`src/rtl/mem_arb_pkg.sv`:
```
// Shared definitions for the two-requester memory arbiter: FSM state encoding
// and the default address/data widths.
package mem_arb_pkg;

  localparam int AW_DEF = 12;
  localparam int DW_DEF = 8;

  typedef enum logic [1:0] {
    IDLE   = 2'd0,
    ACCESS = 2'd1,
    RDWAIT = 2'd2
  } state_e;

endpackage

```
`src/rtl/mem_arb_rr.sv`:
```
// Two-way priority picker for the memory arbiter. Round-robin by default;
// defining MEM_ARB_FIXED_PRIO_EN removes the pointer so req0 always wins ties.
module mem_arb_rr (
  input  logic       clk,
  input  logic       rst,
  input  logic [1:0] req_i,
  input  logic       update_i,
  output logic       pick_o
);

`ifdef MEM_ARB_FIXED_PRIO_EN
  logic unusedPins;

  assign unusedPins = clk ^ rst ^ update_i;
  assign pick_o     = req_i[1] & ~req_i[0];
`else
  logic favourOne_q, favourOne_d;

  // The requester that just won drops to lowest priority for the next tie.
  always_comb begin
    pick_o      = req_i[1] & (~req_i[0] | favourOne_q);
    favourOne_d = favourOne_q;
    if (update_i && (req_i != 2'b00)) begin
      favourOne_d = ~pick_o;
    end
  end

  always_ff @(posedge clk or posedge rst) begin
    if (rst) begin
      favourOne_q <= 1'b0;
    end else begin
      favourOne_q <= favourOne_d;
    end
  end
`endif

endmodule

```
`src/rtl/mem_arbiter.sv`:
```
// Two-requester arbiter in front of a single-port synchronous memory with a
// configurable read latency. Tie-break mode selected by MEM_ARB_FIXED_PRIO_EN.
module mem_arbiter
  import mem_arb_pkg::*;
#(
  parameter int AW     = AW_DEF,
  parameter int DW     = DW_DEF,
  parameter int RD_LAT = 1
) (
  input  logic          clk,
  input  logic          rst,
  input  logic          req0,
  input  logic          req1,
  input  logic          we0,
  input  logic          we1,
  input  logic [AW-1:0] addr0,
  input  logic [AW-1:0] addr1,
  input  logic [DW-1:0] wdata0,
  input  logic [DW-1:0] wdata1,
  output logic          gnt0,
  output logic          gnt1,
  output logic          rvalid0,
  output logic          rvalid1,
  output logic [DW-1:0] rdata0,
  output logic [DW-1:0] rdata1,
  output logic          cen,
  output logic          rd,
  output logic          wr,
  output logic [AW-1:0] add,
  output logic [DW-1:0] din,
  input  logic [DW-1:0] dout
);

  state_e        state_q, state_d;
  logic          winner_q, winner_d;
  logic          we_q, we_d;
  logic [AW-1:0] add_q, add_d;
  logic [DW-1:0] din_q, din_d;
  logic [1:0]    cnt_q, cnt_d;
  logic [DW-1:0] rdata0_q, rdata0_d, rdata1_q, rdata1_d;
  logic          rvalid0_q, rvalid0_d, rvalid1_q, rvalid1_d;
  logic          pickOne;

  mem_arb_rr uRr (
    .clk      (clk),
    .rst      (rst),
    .req_i    ({req1, req0}),
    .update_i (state_q == IDLE),
    .pick_o   (pickOne)
  );

  // The latched request doubles as the memory address/data register, so
  // add/din naturally hold their last value outside ACCESS.
  always_comb begin
    state_d   = state_q;
    winner_d  = winner_q;
    we_d      = we_q;
    add_d     = add_q;
    din_d     = din_q;
    cnt_d     = cnt_q;
    rdata0_d  = rdata0_q;
    rdata1_d  = rdata1_q;
    rvalid0_d = 1'b0;
    rvalid1_d = 1'b0;
    case (state_q)
      IDLE: begin
        if (req0 || req1) begin
          winner_d = pickOne;
          we_d     = pickOne ? we1 : we0;
          add_d    = pickOne ? addr1 : addr0;
          din_d    = pickOne ? wdata1 : wdata0;
          state_d  = ACCESS;
        end
      end
      ACCESS: begin
        if (we_q) begin
          state_d = IDLE;
        end else begin
          cnt_d   = 2'(RD_LAT - 1);
          state_d = RDWAIT;
        end
      end
      RDWAIT: begin
        if (cnt_q == 2'd0) begin
          if (winner_q) begin
            rdata1_d  = dout;
            rvalid1_d = 1'b1;
          end else begin
            rdata0_d  = dout;
            rvalid0_d = 1'b1;
          end
          state_d = IDLE;
        end else begin
          cnt_d = cnt_q - 2'd1;
        end
      end
      default: state_d = IDLE;
    endcase
  end

  always_ff @(posedge clk or posedge rst) begin
    if (rst) begin
      state_q   <= IDLE;
      winner_q  <= 1'b0;
      we_q      <= 1'b0;
      add_q     <= '0;
      din_q     <= '0;
      cnt_q     <= 2'd0;
      rdata0_q  <= '0;
      rdata1_q  <= '0;
      rvalid0_q <= 1'b0;
      rvalid1_q <= 1'b0;
    end else begin
      state_q   <= state_d;
      winner_q  <= winner_d;
      we_q      <= we_d;
      add_q     <= add_d;
      din_q     <= din_d;
      cnt_q     <= cnt_d;
      rdata0_q  <= rdata0_d;
      rdata1_q  <= rdata1_d;
      rvalid0_q <= rvalid0_d;
      rvalid1_q <= rvalid1_d;
    end
  end

  assign cen     = (state_q == ACCESS);
  assign rd      = cen & ~we_q;
  assign wr      = cen & we_q;
  assign gnt0    = cen & ~winner_q;
  assign gnt1    = cen & winner_q;
  assign add     = add_q;
  assign din     = din_q;
  assign rdata0  = rdata0_q;
  assign rdata1  = rdata1_q;
  assign rvalid0 = rvalid0_q;
  assign rvalid1 = rvalid1_q;

endmodule

```
`config.mk`:
```
export PLATFORM = sky130hd
export DESIGN_NAME = mem_arbiter
export DESIGN_NICKNAME = d
export VERILOG_FILES = /design/src/rtl/mem_arb_pkg.sv /design/src/rtl/mem_arb_rr.sv /design/src/rtl/mem_arbiter.sv
export SDC_FILE = /design/constraint.sdc
export NUM_CORES = 1
export LEC_CHECK = 0
export ABC_AREA = 0
export CAP_MARGIN = 0
export CELL_PAD_IN_SITES_DETAIL_PLACEMENT = 0
export CELL_PAD_IN_SITES_GLOBAL_PLACEMENT = 1
export CORE_MARGIN = 10
export CORE_UTILIZATION = 27
export DETAILED_ROUTE_END_ITERATION = 6
export PLACE_DENSITY_LB_ADDON = 0.1
export REMOVE_ABC_BUFFERS = 1
export SETUP_SLACK_MARGIN = 0.1
export SYNTH_ARGS = -nofsm -noshare
export SYNTH_HDL_FRONTEND = slang
export SYNTH_SLANG_ARGS = --single-unit
```
`constraint.sdc`:
```
create_clock -name clk -period 1.5 [get_ports clk]
set_input_delay 0.3 -clock clk [delete_from_list [all_inputs] [get_ports clk]]
set_output_delay 0.3 -clock clk [all_outputs]
set_load 0.05 [all_outputs]
```
==> run summary, run 1 <==
outcome - finished, violations left
violated checks - setup timing
FMAX - 621 MHz
final core occ - 54.6%
Largest register FFs - 12
Post-synth top cells - 45 x dfrtp_1, 21 x a221o_1, 18 x and2_0, 12 x mux2_2, 7 x inv_1
met3 routed WL - 620 um
fin nets - 324
# Taps - 99
CLK BUF - 5
row count - 31
R2R setup slack - -0.04 ns
cell with the most instances after synthesis - dfrtp_1
detailed-route DRC error count - 0
number of logic gates - 87
DR vias/cell - 4.38
Mux area share - 10.7%
Synth warnings - 0
Most Crowded Layer GR - met2
logic share of the area - 21.2%
met2 routed wirelength - 2920 um
Crit. path cell count - 4
simple share - 9.83%
Post-synth regs - 45
Antenna Violating Nets Remaining - 0
CTS buffer count - 5
non-clk buf share - 42.4%
Area leader share - 57.4%
pwr dens - 2530 nW/um^2
Placed Instances - 356
Comb power - 6.42 mW
Post-CTS Resized - 21
static leakage - 1.71 nW
Worst Slack Setup Final - -0.110 ns
ant diodes - 0
clock power share - 11.1%
Via Count - 1604
Slew Limit Fails - 0
Final Setup Violations - 32
CTS max path bufs - 2
HPWL after DPL - 4580 um
drt pass-1 iters - 4
Cell Area, Synth - 1960 um^2
CP cell instances - inv_2, ha_4, nor2b_4, buf_12
P_int - 5.79 mW
setup tns final - -0.978 ns
# port buffers - 96
global router's overall resource usage - 11.3%
Final clock-cell share - 3.43%
**Run 1: cell classes on the final placement**

(4 px per um) Fill, decap, tap and diode cells in grey.
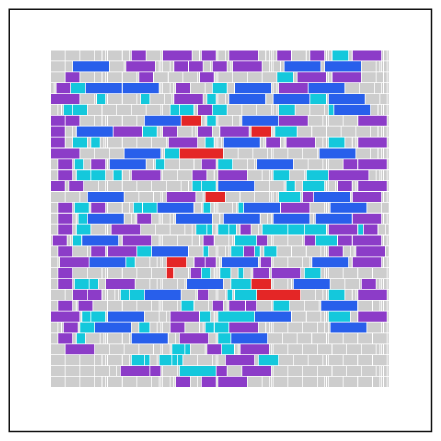
legend:
  purple:
    class: remaining buffers and delay cells
    cells: 119
    share_of_their_area: 44%
  red:
    class: clock drivers and dummy loads
    cells: 8
    share_of_their_area: 3.5%
  cyan:
    class: remaining logic cells
    cells: 95
    share_of_their_area: 23%
  blue:
    class: registers
    cells: 45
    share_of_their_area: 30%
fraction of area in registers: 28.9%
Final Cell Area: 3900 um^2
Core Area: 7140 um^2

**Run 1: routing congestion map**

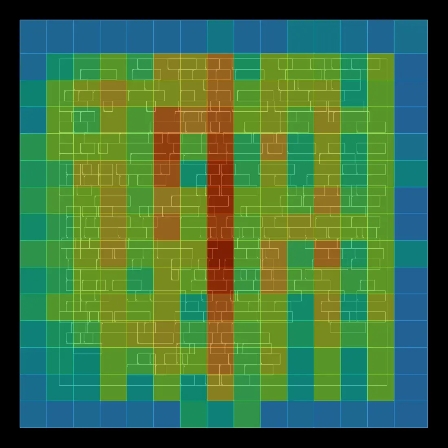
M3 GR Usage: 5.85%
routed len/inst: 16.7 um
met2 usage in global routing: 18.0%

**Run 1: cells by drive strength**

(4 px per um)
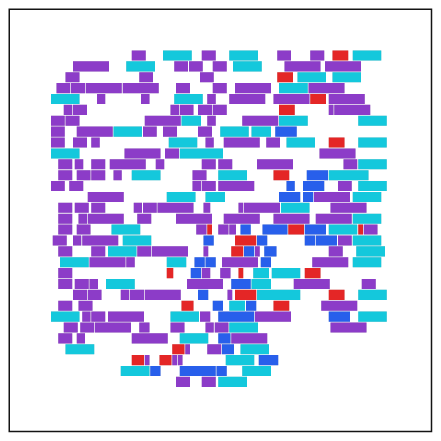
legend:
  blue:
    size: x3 and x4
    cells: 31
  red:
    size: x2
    cells: 21
  purple:
    size: x1 and smaller
    cells: 157
  cyan:
    size: x6 and larger
    cells: 58
Area growth, synth to finish: 98.8%
non-clock buffer count: 119

==> run 2, diff against run 1 <==
--- a/config.mk
+++ b/config.mk
@@ -6,11 +6,11 @@
 export NUM_CORES = 1
 export LEC_CHECK = 0
 export ABC_AREA = 0
-export CAP_MARGIN = 0
+export CAP_MARGIN = 20
 export CELL_PAD_IN_SITES_DETAIL_PLACEMENT = 0
 export CELL_PAD_IN_SITES_GLOBAL_PLACEMENT = 1
 export CORE_MARGIN = 10
-export CORE_UTILIZATION = 27
+export CORE_UTILIZATION = 30
 export DETAILED_ROUTE_END_ITERATION = 6
 export PLACE_DENSITY_LB_ADDON = 0.1
 export REMOVE_ABC_BUFFERS = 1
==> constraint.sdc (replaced) <==
create_clock -name clk -period 1.63 [get_ports clk]
set_input_delay 0.326 -clock clk [delete_from_list [all_inputs] [get_ports clk]]
set_output_delay 0.326 -clock clk [all_outputs]
set_load 0.05 [all_outputs]
**Run 2: cell classes on the final placement**

(4 px per um) Fill, decap, tap and diode cells in grey.
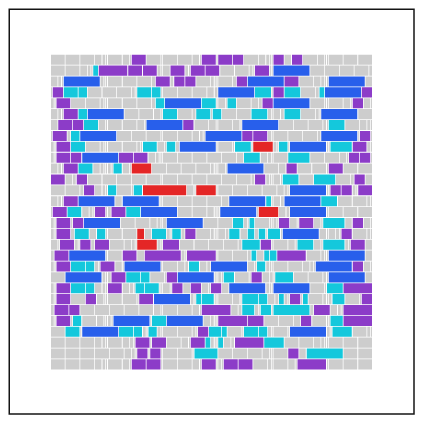
legend:
  red:
    class: clock drivers and dummy loads
    cells: 7
    share_of_their_area: 3.2%
  cyan:
    class: remaining logic cells
    cells: 95
    share_of_their_area: 26%
  blue:
    class: registers
    cells: 45
    share_of_their_area: 35%
  purple:
    class: remaining buffers and delay cells
    cells: 115
    share_of_their_area: 36%

==> run 2 against run 1 <==
Net effect: power fell by 24%; the flow now finishes without violations; cell count fell by 7.4%; flip-flop count did not move; cell area fell by 15%; die size fell by 8.1%; clock skew fell by 0.0014 ns; largest power group unchanged; sequential share of layout area rose by 5.1 points; global-route usage fell by 0.38 points.
==> run summary, run 2 <==
Via Count - 1596 (was 1604)
simple share - 9.83% (unchanged)
CP startpoint kind - flop (unchanged)
Final clock-cell share - 3.13% (was 3.43%)
Final Setup Violations - 0 (was 32)
Post-synth top cells - 45 x dfrtp_1, 21 x a221o_1, 18 x and2_0, 12 x mux2_2, 7 x inv_1 (unchanged)
pwr dens - 2270 nW/um^2 (was 2530 nW/um^2)
P_int - 4.05 mW (was 5.79 mW)
Most Crowded Layer GR - met2 (unchanged)
# port buffers - 96 (unchanged)
Placed Instances - 328 (was 356)
Critical Path Sink - wr (was rd)
r2r endpoint - add[9] (was rdata0[7])
Cell Area, Synth - 1960 um^2 (unchanged)
FMAX - 619 MHz
met2 usage in global routing - 17.2% (was 18.0%)
# Taps - 77 (was 99)
Comb power - 4.77 mW (was 6.42 mW)
Post-synth regs - 45 (unchanged)
global router's overall resource usage - 10.9% (was 11.3%)
met2 routed wirelength - 2740 um (was 2920 um)
CTS max path bufs - 2 (unchanged)
outcome - complete, no violations (was finished, violations left)
Seq share, synth - 57.4% (unchanged)
Post-CTS Resized - 11 (was 21)
Area growth, synth to finish - 69.1% (was 98.8%)
Core Area - 6350 um^2 (was 7140 um^2)
Yosys cell types - 23 (unchanged)
H-tree depth - 2 (unchanged)
DR vias/cell - 4.71 (was 4.38)
routed len/inst - 17.2 um (was 16.7 um)
ant diodes - 0 (unchanged)
total gr overflow - 0 (unchanged)
R2R setup slack - 0.05 ns (was -0.04 ns)
static leakage - 1.51 nW (was 1.71 nW)
Mux area share - 10.7% (unchanged)
non-clk buf share - 34.7% (was 42.4%)
CTS buffer count - 5 (unchanged)
initial antenna violation count - 0 (unchanged)
CTS tree - done (unchanged)
detailed-route DRC error count - 0 (unchanged)
Clk. pwr - 0.817 mW (was 1.09 mW)
setup tns final - 0 ns (was -0.978 ns)
CLK BUF - 5 (unchanged)
met3 routed WL - 633 um (was 620 um)
largest net degree at the start of global routing - 46 (unchanged)
cell with the most instances after synthesis - dfrtp_1 (unchanged)
row count - 29 (was 31)
Synth warnings - 0 (unchanged)
fin nets - 320 (was 324)
M3 GR Usage - 6.45% (was 5.85%)
Largest register FFs - 12 (unchanged)
Area leader share - 57.4% (unchanged)
logic share of the area - 24.3% (was 21.2%)
Slew Limit Fails - 0 (unchanged)
Worst Slack Setup Final - 0.0150 ns (was -0.110 ns)
fraction of area in registers - 34.0% (was 28.9%)
Crit. path cell count - 4 (unchanged)
drt pass-1 iters - 4 (unchanged)
final core occ - 52.2% (was 54.6%)
Final Cell Area - 3320 um^2 (was 3900 um^2)
non-clock buffer count - 115 (was 119)
Hold Fails Final Rpt - 0 (unchanged)
Power and IR drop assume default switching activity.
